$ cat config.mk
export PLATFORM = sky130hd
export DESIGN_NAME = next_pc_unit_flat
export DESIGN_NICKNAME = d
export VERILOG_FILES = /design/src/rtl/next_pc_unit_if.sv /design/src/rtl/next_pc_unit.sv /design/src/flat_wrapper.sv
export SDC_FILE = /design/constraint.sdc
export NUM_CORES = 1
export LEC_CHECK = 0
export CAP_MARGIN = 30
export CORE_ASPECT_RATIO = 0.6
export CORE_UTILIZATION = 30
export CTS_CLUSTER_SIZE = 25
export DETAILED_ROUTE_END_ITERATION = 6
export PLACE_DENSITY = 0.63
export SLEW_MARGIN = 20
export SYNTH_ARGS = -nofsm -noshare
export SYNTH_HDL_FRONTEND = slang
export SYNTH_SLANG_ARGS = --single-unit
$ cat constraint.sdc
create_clock -name clk -period 4.2 [get_ports clk]
set_input_delay 0.42 -clock clk [delete_from_list [all_inputs] [get_ports clk]]
set_output_delay 0.42 -clock clk [all_outputs]
set_load 0.1 [all_outputs]
$ cat src/rtl/next_pc_unit_if.sv
// Bus bundle for next_pc_unit.
//   master : fetch/decode side; drives Instruction, Branch, rs1Data, stall
//            and observes PC, PCPlus4, Redirect, MisalignErr, InstCount.
//   slave  : next_pc_unit itself.
interface next_pc_unit_if;
  logic [31:0] Instruction;
  logic        Branch;
  logic [31:0] rs1Data;
  logic        stall;
  logic [31:0] PC;
  logic [31:0] PCPlus4;
  logic        Redirect;
  logic        MisalignErr;
  logic [31:0] InstCount;

  modport master (
    output Instruction, Branch, rs1Data, stall,
    input  PC, PCPlus4, Redirect, MisalignErr, InstCount
  );

  modport slave (
    input  Instruction, Branch, rs1Data, stall,
    output PC, PCPlus4, Redirect, MisalignErr, InstCount
  );
endinterface

$ cat src/rtl/next_pc_unit.sv
// next_pc_unit: registered RV32I program counter with next-PC selection.
//   clk, rst_n      : clock, asynchronous active-low reset
//   bus.Instruction : instruction at the current PC
//   bus.Branch      : branch-taken flag (only meaningful for SB opcodes)
//   bus.rs1Data     : JALR base operand
//   bus.stall       : freezes PC and InstCount, suppresses flags
//   bus.PC          : registered program counter
//   bus.PCPlus4     : combinational PC+4 (link value)
//   bus.Redirect    : one-cycle pulse, PC loaded with a non-sequential value
//   bus.MisalignErr : one-cycle pulse, misaligned target trapped to TRAP_PC
//   bus.InstCount   : count of non-stalled edges since reset
module next_pc_unit #(
  parameter logic [31:0] RESET_PC = 32'h0000_0000,
  parameter logic [31:0] TRAP_PC  = 32'h0000_0100
) (
  input logic          clk,
  input logic          rst_n,
  next_pc_unit_if.slave bus
);
  localparam logic [6:0] OP_SB   = 7'b1100011;
  localparam logic [6:0] OP_JAL  = 7'b1101111;
  localparam logic [6:0] OP_JALR = 7'b1100111;

  logic [31:0] pc_q, cnt_q;
  logic        red_q, mis_q;

  logic [6:0]  op;
  logic [2:0]  funct3;
  logic [31:0] imm_b, imm_j, imm_i;
  logic [31:0] pc_plus4, tgt, pc_nxt;
  logic        nonseq, misal;

  assign op     = bus.Instruction[6:0];
  assign funct3 = bus.Instruction[14:12];

  assign imm_b = {{20{bus.Instruction[31]}}, bus.Instruction[7], bus.Instruction[30:25],
                  bus.Instruction[11:8], 1'b0};
  assign imm_j = {{12{bus.Instruction[31]}}, bus.Instruction[19:12], bus.Instruction[20],
                  bus.Instruction[30:21], 1'b0};
  assign imm_i = {{20{bus.Instruction[31]}}, bus.Instruction[31:20]};

  assign pc_plus4 = pc_q + 32'd4;

  // Target priority: JAL, then JALR, then taken SB, else sequential.
  always_comb begin
    tgt    = pc_plus4;
    nonseq = 1'b0;
    if (op == OP_JAL) begin
      tgt    = pc_q + imm_j;
      nonseq = 1'b1;
    end else if (op == OP_JALR && funct3 == 3'b000) begin
      tgt    = (bus.rs1Data + imm_i) & ~32'h1;
      nonseq = 1'b1;
    end else if (op == OP_SB && bus.Branch) begin
      tgt    = pc_q + imm_b;
      nonseq = 1'b1;
    end
  end

  // Only non-sequential targets can trap; PC+4 is always word aligned.
  assign misal  = nonseq && (tgt[1:0] != 2'b00);
  assign pc_nxt = misal ? TRAP_PC : tgt;

  always_ff @(posedge clk or negedge rst_n) begin
    if (!rst_n) begin
      pc_q  <= RESET_PC;
      cnt_q <= '0;
      red_q <= 1'b0;
      mis_q <= 1'b0;
    end else if (bus.stall) begin
      red_q <= 1'b0;
      mis_q <= 1'b0;
    end else begin
      pc_q  <= pc_nxt;
      cnt_q <= cnt_q + 32'd1;
      red_q <= nonseq;
      mis_q <= misal;
    end
  end

  assign bus.PC          = pc_q;
  assign bus.PCPlus4     = pc_plus4;
  assign bus.Redirect    = red_q;
  assign bus.MisalignErr = mis_q;
  assign bus.InstCount   = cnt_q;
endmodule
$ cat src/flat_wrapper.sv
// flat-port wrapper written by rule: the top's interface ports become plain ports
module next_pc_unit_flat 
#(
  parameter logic [31:0] RESET_PC = 32'h0000_0000,
  parameter logic [31:0] TRAP_PC  = 32'h0000_0100
)
  (clk, rst_n, bus_Instruction, bus_Branch, bus_rs1Data, bus_stall, bus_PC, bus_PCPlus4, bus_Redirect, bus_MisalignErr, bus_InstCount);
  next_pc_unit_if bus_i ();
  input logic clk;
  input logic rst_n;
  input wire logic [$bits(bus_i.Instruction)-1:0] bus_Instruction;
  input wire logic [$bits(bus_i.Branch)-1:0] bus_Branch;
  input wire logic [$bits(bus_i.rs1Data)-1:0] bus_rs1Data;
  input wire logic [$bits(bus_i.stall)-1:0] bus_stall;
  output wire logic [$bits(bus_i.PC)-1:0] bus_PC;
  output wire logic [$bits(bus_i.PCPlus4)-1:0] bus_PCPlus4;
  output wire logic [$bits(bus_i.Redirect)-1:0] bus_Redirect;
  output wire logic [$bits(bus_i.MisalignErr)-1:0] bus_MisalignErr;
  output wire logic [$bits(bus_i.InstCount)-1:0] bus_InstCount;
  assign bus_i.Instruction = bus_Instruction;
  assign bus_i.Branch = bus_Branch;
  assign bus_i.rs1Data = bus_rs1Data;
  assign bus_i.stall = bus_stall;
  assign bus_PC = bus_i.PC;
  assign bus_PCPlus4 = bus_i.PCPlus4;
  assign bus_Redirect = bus_i.Redirect;
  assign bus_MisalignErr = bus_i.MisalignErr;
  assign bus_InstCount = bus_i.InstCount;
  next_pc_unit #(.RESET_PC(RESET_PC), .TRAP_PC(TRAP_PC)) u_core (.clk(clk), .rst_n(rst_n), .bus(bus_i));
endmodule
Fig. 1: congestion heat map
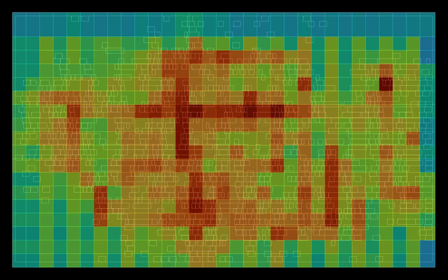
GR Util met3: 6.291%
GRT Resource Usage Total: 23.38%
post-layout util: 40.46%

Fig. 2: selected gate families
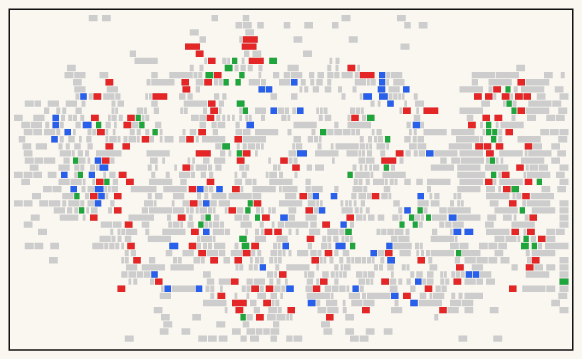
[xor and xnor cells] red | cells: 130
[and/or cells] green | cells: 57
[non-inverting ao/oa cells] blue | cells: 62

Fig. 3: routed metal, one color a layer
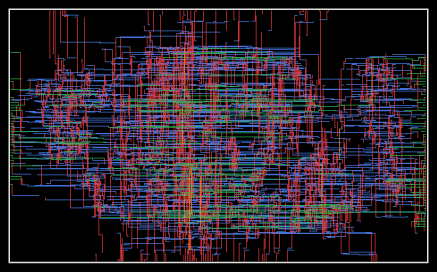
[M3] green | wire length: 3700 um
[M2] red | wire length: 12500 um
[M1] blue | wire length: 16400 um
[M4] orange | wire length: 221 um
Routed wire per std cell: 20.80 um
via count: 8960
WL final: 32.86 mm

Fig. 4: metal 2
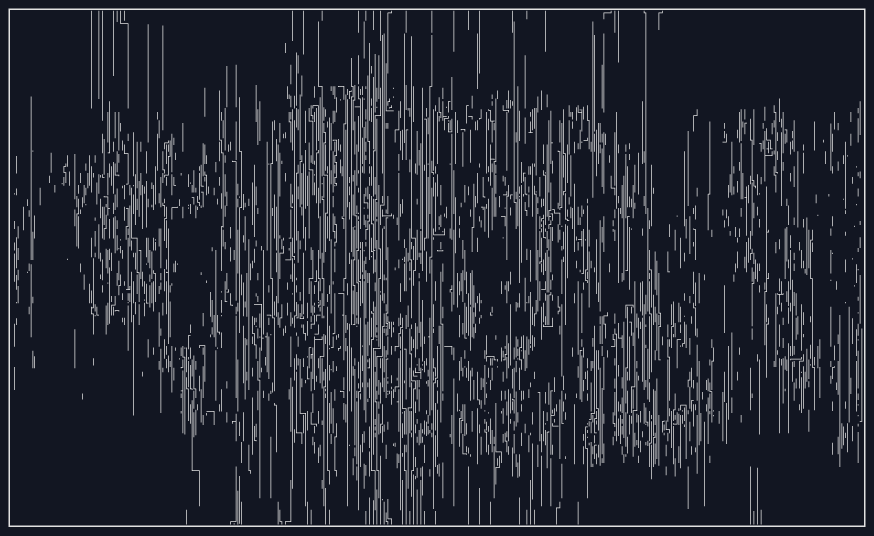
nets with wire on the layer: 1148
main direction: vertical
GRT met2 Usage: 32.15%

==> impl_metrics.py <==
# Generated from Yosys and OpenROAD reports
metrics = {
    "placed_design": {
        "dp_slack_ns": 0.2485,
        "port_buffers": 165,
        "dpl.cell_count": 1562,
        "placed_area_sq_um": 10380,
    },
    "final_layout": {
        "n_clock_buffer": 9,
        "comb_cells": 915,
        "area_dominant_class": "multi-input combinational cells",
        "diodes": 0,
        "sh_comb_area_pct": 58.96,
        "mi_logic_area_sq_um": 6330,
        "mostFrequentLayoutCells": "clkdlybuf4s50_1 (141), nand2_1 (104), a21oi_1 (97)",
        "drive_gt1_share_pct": 9.262,
        "flops": 66,
        "design_area_sq_um": 10740,
    },
    "synth": {
        "yosysSeqAreaShare_pct": 20.29,
        "ys_cells": 1040,
        "ys_types": 70,
        "netlist_area_sq_um": 8140,
        "syn_nets": 1186,
        "post_synth.cell_area_avg_sq_um": 7.827,
        "synth_flops": 66,
        "top_cell_area_share_pct": 20.29,
        "ys_area_sq_um": 8140,
        "yosys_warnings": 0,
    },
    "timing": {
        "finalClockSkew_ns": 0.01227,
        "setup_tns_ns": 0,
        "max_slew_margin_pct": 30.83,
        "layout_setup_ws_ns": 0.4565,
        "setup_viol": 0,
        "rsz0062_at_grt": "false",
        "max_clock_freq_mhz": 267.1,
        "period_minus_slack_ns": 3.744,
    },
    "clocking": {
        "cts.clk_slew.worst_paths_ns": 0.07,
        "cts_root_buf": "clkbuf_16",
        "ctsHoldBuffers": 0,
        "clk_path_buf_depth": 2,
        "post_cts_buffers": 0,
        "cts_tree": "done",
        "htreeDepth": 3,
        "clk_latency_ns": 0.34,
    },
    "critical_path": {
        "reg2reg_to": "u_core.bus.PC[27]",
        "cp_num_cells": 12,
        "cp-start-kind": "input pin",
        "critical_path.top_delay_family": "AND-OR/OR-AND gates",
        "r2r-start": "u_core.bus.PC[1]",
        "worst_path_max_delay_cell": "a21oi_1",
        "reg2reg_slack_ns": 0.53,
        "worstPathRequired_ns": 4.47,
        "cp_num_buf_inv": 2,
        "crit_fanout": 5,
        "critPathMaxStageDelay_ns": 0.58,
    },
    "power_and_ir_drop": {
        "p_int_mw": 2.313,
        "power_leakage_nw": 4.574,
        "power_mw": 5.373,
        "switching_share_pct": 56.94,
        "vdd_drop_max_v": 0.0005744,
    },
    "routing": {
        "drtIter0Drc": 948,
        "drc": 0,
        "ant_nets": 0,
    },
    "floorplanning": {
        "placementRows": 46,
        "fp-utilization_pct": 30.68,
        "coreArea_sq_um": 26530,
        "die_h_um": 129.6,
        "io_pins": 166,
    },
    "run_status": {
        "status": "finished, final reports clean",
    },
}
==> cell families after synthesis <==
group | Yosys count | share of synthesized area, %
DFF | 66 | 20.29
and+or+nand+nor | 346 | 20.58
adders and majority gates | 78 | 12.27
xor gates and xnor gates | 130 | 13.99
muxes | 7 | 0.8761
AOI/OAI and AO/OA | 354 | 29.13
buffers and inverters | 59 | 2.874
==> power by group through the flow <==
stage | sequential, mW | combinational, mW | clock (mW)
floorplan | 1.59 | 1.96 | 0
detailed placement | 0.956 | 3.53 | 0
global placement | 0.954 | 3.53 | 0
global route | 0.968 | 3.83 | 0.836
finish | 0.951 | 3.62 | 0.804
CTS | 0.945 | 3.55 | 0.812
==> cell usage after synthesis (3+ instances only) <==
library cell  instances
a31o_2                3
or2_2                 4
o31ai_1               7
o22ai_1               6
and4_1                9
clkbuf_1             32
o221ai_1              7
xnor2_1              90
inv_1                20
and3_1               29
o21ai_0              67
nor2b_1              11
a31oi_1              14
nand2_1             104
a221oi_1              5
a22oi_1              12
o211ai_1             12
xor2_1               40
buf_2                 4
nand2b_1              5
o21a_1               11
o41ai_2               3
mux2i_1               6
nor4_1                9
o21bai_1             15
nand3b_1              3
a22o_1                7
nand3_1              42
a2111oi_0             3
nor3_1               20
o21ai_1               4
or3_1                 4
nor2_1               77
a221o_1               4
ha_1                 75
fa_1                  3
a211oi_2              4
a21o_1               30
and2_1                7
a211oi_1             18
a41oi_1               3
a21boi_0              3
nand4_1              15
dfrtp_1              66
a21oi_1              97
==> metal layers <==
metal	global-route usage [%]	up-vias	wire length, um
met4	2.521	0	220
met2	32.15	469	12490
met1	36.33	4232	16440
met5	0	-	0
li1	-	4239	-
met3	6.291	20	3701
Power is estimated from default activity; no workload was simulated.
